Figure 1. Cell classes on the final placement.
Drawn at 4 px/um. Fill, decap, tap and diode cells in gray.
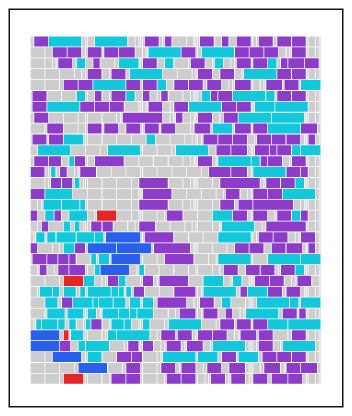
Figure 2. Gate families picked out.
Drawn at 4 px/um.
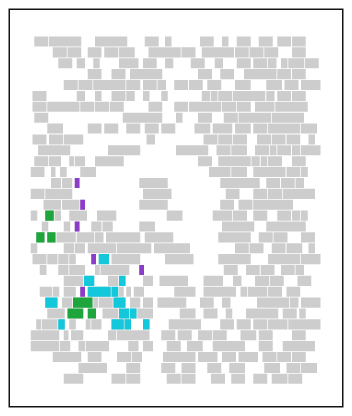
Figure 3. Congestion heat map.
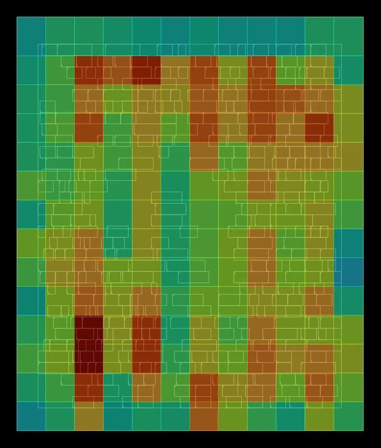
Figure 4. Cell sizes after repair.
Drawn at 4 px/um.
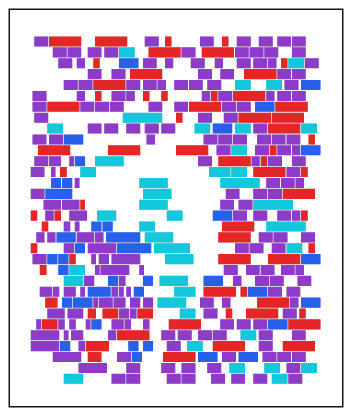
==> config.mk <==
export PLATFORM = sky130hd
export DESIGN_NAME = afifo_wr_arbiter
export DESIGN_NICKNAME = d
export VERILOG_FILES = /design/src/rtl/afifo_arb_pkg.sv /design/src/rtl/afifo_rr_pick.sv /design/src/rtl/afifo_wr_arbiter.sv
export SDC_FILE = /design/constraint.sdc
export NUM_CORES = 1
export LEC_CHECK = 0
export CAP_MARGIN = 20
export CORE_AREA = 5 5 78 94
export DETAILED_ROUTE_END_ITERATION = 8
export DIE_AREA = 0 0 83 99
export PLACE_DENSITY_LB_ADDON = 0.25
export SLEW_MARGIN = 5
export SYNTH_ARGS = -nofsm -noshare
export SYNTH_HDL_FRONTEND = slang
export SYNTH_SLANG_ARGS = --single-unit
==> constraint.sdc <==
create_clock -name wclk -period 1.85 [get_ports wclk]
set_clock_uncertainty 0.2 [all_clocks]
set_input_delay 0.185 -clock wclk [delete_from_list [all_inputs] [get_ports wclk]]
set_output_delay 0.185 -clock wclk [all_outputs]
set_load 0.01 [all_outputs]
==> results.txt <==
Here are the numbers from the latest Yosys + OpenROAD run.

The tap cell count came out at 85. Leaving out buffers and inverters, the combinational logic in the layout accounts for 1470 sq um. The final antenna diode tally reported by the flow is 0. The buffer depth of the longest clock path is 2. The checks that failed: setup timing. Note, the detailed placer reported a final HPWL of 6400 um. In this run, the synthesized area fraction spent on xor and xnor cells is recorded as 0.0111. The flip-flop count of the largest register, all copies and words added came out at 4. Registers represent a cell area share of 0.0467.

The area added between synthesis and finish is 153%. The end-of-flow timing check tallies setup violations at 43. The arrival time at the worst endpoint is 1760 ps. Across all register-to-register paths, the minimum setup slack is -250 ps. The headroom to the max-slew limit is 0.798. The mux share of post-synthesis cell area came out at 0.497. The overall die height is 99 um.

Summing every instance area after synthesis gives 1580 sq um. There are 9 flip-flops and latches. The most repeated library cell on the critical path is buf_12. CTS placed an instance of clkbuf_8 at the clock tree root. Traced cell by cell, the critical path runs through buf_12 -> buf_12 -> buf_16 -> mux4_2 -> nor2b_1 -> buf_2.

The largest driver fanout on the critical path is 6. Yosys attributes the largest share of cell area to mux4_2 (47%), nor2b_1 (13%), dfxtp_1 (11%). The top achievable clock speed is 0.467 GHz.

The commonest register cell is dfxtp_1. Yosys reports that the most numerous cell types are mux4_2 (33), nor2b_1 (32), dfxtp_1 (9). The number of global-route vias before repair is 2,283. The total number of yosys warnings is 0. For this block, the initial DRC count from the detailed router was 35.

Leaving out the clock tree, the finished layout contains a buffer count of 215. The count of tool warnings came out at 32. The compound-cell area share of the yosys netlist came out at 0.0553. The die width is 83 um. The most frequently used cell type in the post-synthesis netlist is mux4_2. For this run, the detailed router reports a per-instance via density of 4.83. STA classifies the critical path startpoint as a register. The dominant kind of combinational cell is multiplexers. In the CTS report, the clock slew at the register clock pins of the worst setup and hold paths is listed as 40 ps. The total count of max-transition violations in the final report came out at 0. The initial antenna violation count is 0. The chip occupies 8220 sq um. Note that the worst hold path type here is register to register. Pin placement for this block handled 175 I/O pins.

The required time at the worst endpoint is listed as 1460 ps. Setup repair after global routing could not meet its margin everywhere. The post-synth tally of flip-flops with integrated enable came out at 0.

The multi-input combinational gate total came out at 117. The final timing report gives a worst setup slack of -293 ps. The clock latency at the later pin of the worst-skew pair is 230 ps.

The type of the setup path with the least slack is register to output port. The flow ran to the end, but the final reports show violations. In the layout the commonest cells are clkdlybuf4s50_1 (134), mux4_2 (33), buf_2 (24). The maximum VDD drop is 341 uV. The tally of max-capacitance violations is 0. The logic depth of the worst register-to-register path is 7. The synthesized net count came out at 285. The number of buffers created by CTS is 3. The cell type that accounts for the most area after synthesis is mux4_2. The final critical-path share of the clock period is 1.16. Nets still carrying antenna violations after routing amount to 0.

Looking at the critical path, the single cell with the biggest stage delay is mux4_2. The hold-critical path depth is 2. Per the detail_route report, DRC violations left total 0.

The count of buffers added by post-CTS timing repair for setup came out at 11. After clock tree synthesis, the repair step resized 187 gates. The peak per-stage delay on the critical path is 490 ps. The number of filler cells placed in the layout came out at 544.

RePlAce ended its routability-driven mode at a weighted congestion of 0.859. The fraction of the yosys area taken by sequential cells came out at 0.114. The share of synthesized area in the top cell type comes to 0.469. The number of distinct standard cells referenced by the synthesized netlist is 35. The final-layout clock buffer total is 4.

The total design power came out at 1.43 mW. The first global-routing pass estimated 12,700 um of wire. The post-synthesis cell count came out at 145. The maximum level of the CTS H-tree is 1.

The fraction of final cell area spent on clock buffers and inverters in this run is 0.0112. The cell count listed in synth_stat.txt came out at 145. The buffer share of cell area is 0.544.

The number of ordinary inverters in the final layout is 6. The flip-flop and latch count after synthesis came out at 9. The cell group occupying the most layout area is buffers. The initial utilization of the core area, before any placement, comes to 0.250.

The via count came out at 2,105. The final net count is 492. The ratio of cells with drive above 1 in the final layout is 0.410. Per the layout area report, the register area comes to 188 sq um.
Notes on Figure 1 above:
clock drivers and dummy loads: drawn in red, cells 4, share of their area 1.2%. sequential cells: drawn in blue, cells 9, share of their area 4.8%. remaining buffers and delay cells: drawn in purple, cells 215, share of their area 56%. combinational and other logic: drawn in cyan, cells 123, share of their area 38%.
Site Rows: 32
Core Footprint: 6330 sq um

Notes on Figure 2 above:
and/or cells: drawn in green, cells 6, most used and2_1. inv cells: drawn in purple, cells 6, most used inv_1, where middle left. aoi and oai cells: drawn in cyan, cells 13, most used a21oi_1.
fraction of standard cell area in multi-input logic: 0.366
most frequently placed logic cell in the final layout: clkdlybuf4s50_1
final non-filler cell total: 436

Notes on Figure 3 above:
global-route met2 utilization: 0.377
global-route usage over all layers: 0.193
Avg WL per Cell: 18.8 um
post-layout utilization of the core: 0.635

Notes on Figure 4 above:
_6 and larger: drawn in cyan, cells 40, share 11%, most used buf_6. _3 and _4 cells: drawn in blue, cells 38, share 11%, most used buf_4. _2 cells: drawn in red, cells 66, share 19%, most used mux4_2. _0 and _1 cells: drawn in purple, cells 207, share 59%, most used clkdlybuf4s50_1.
worst setup slack after layout: -293 ps
Finished Cell Area: 4020 sq um

==> where the power goes <==
| group | switching, mW | internal [mW] | leakage [nW] |
|---|---|---|---|
| Sequential | 0.0117 | 0.205 | 0.0748 |
| Combinational | 0.295 | 0.693 | 1.48 |
| Clock | 0.0751 | 0.150 | 0.0228 |
==> per-stage QoR <==
stage               utilization  cells  setup TNS [ps]  setup WS (ps)  hold WS [ps]
CTS                       0.600    434           -8740           -269           355
global route              0.635    436          -10930           -349           377
global placement          0.568    415          -14960           -471           315
floorplan                     -    145           -49.4          -3.47           172
finish                    0.635    436           -8310           -293           349
detailed placement        0.568    415          -15690           -508           318
==> layer usage <==
layer  routed length, um  vias up  track usage
met5                   0        -            0
met4                  65        0       0.0390
met3                 537        5       0.0393
met2                4640      106        0.377
met1                2960     1016        0.213
li1                    -      978            -
Power is estimated from default activity; no workload was simulated.
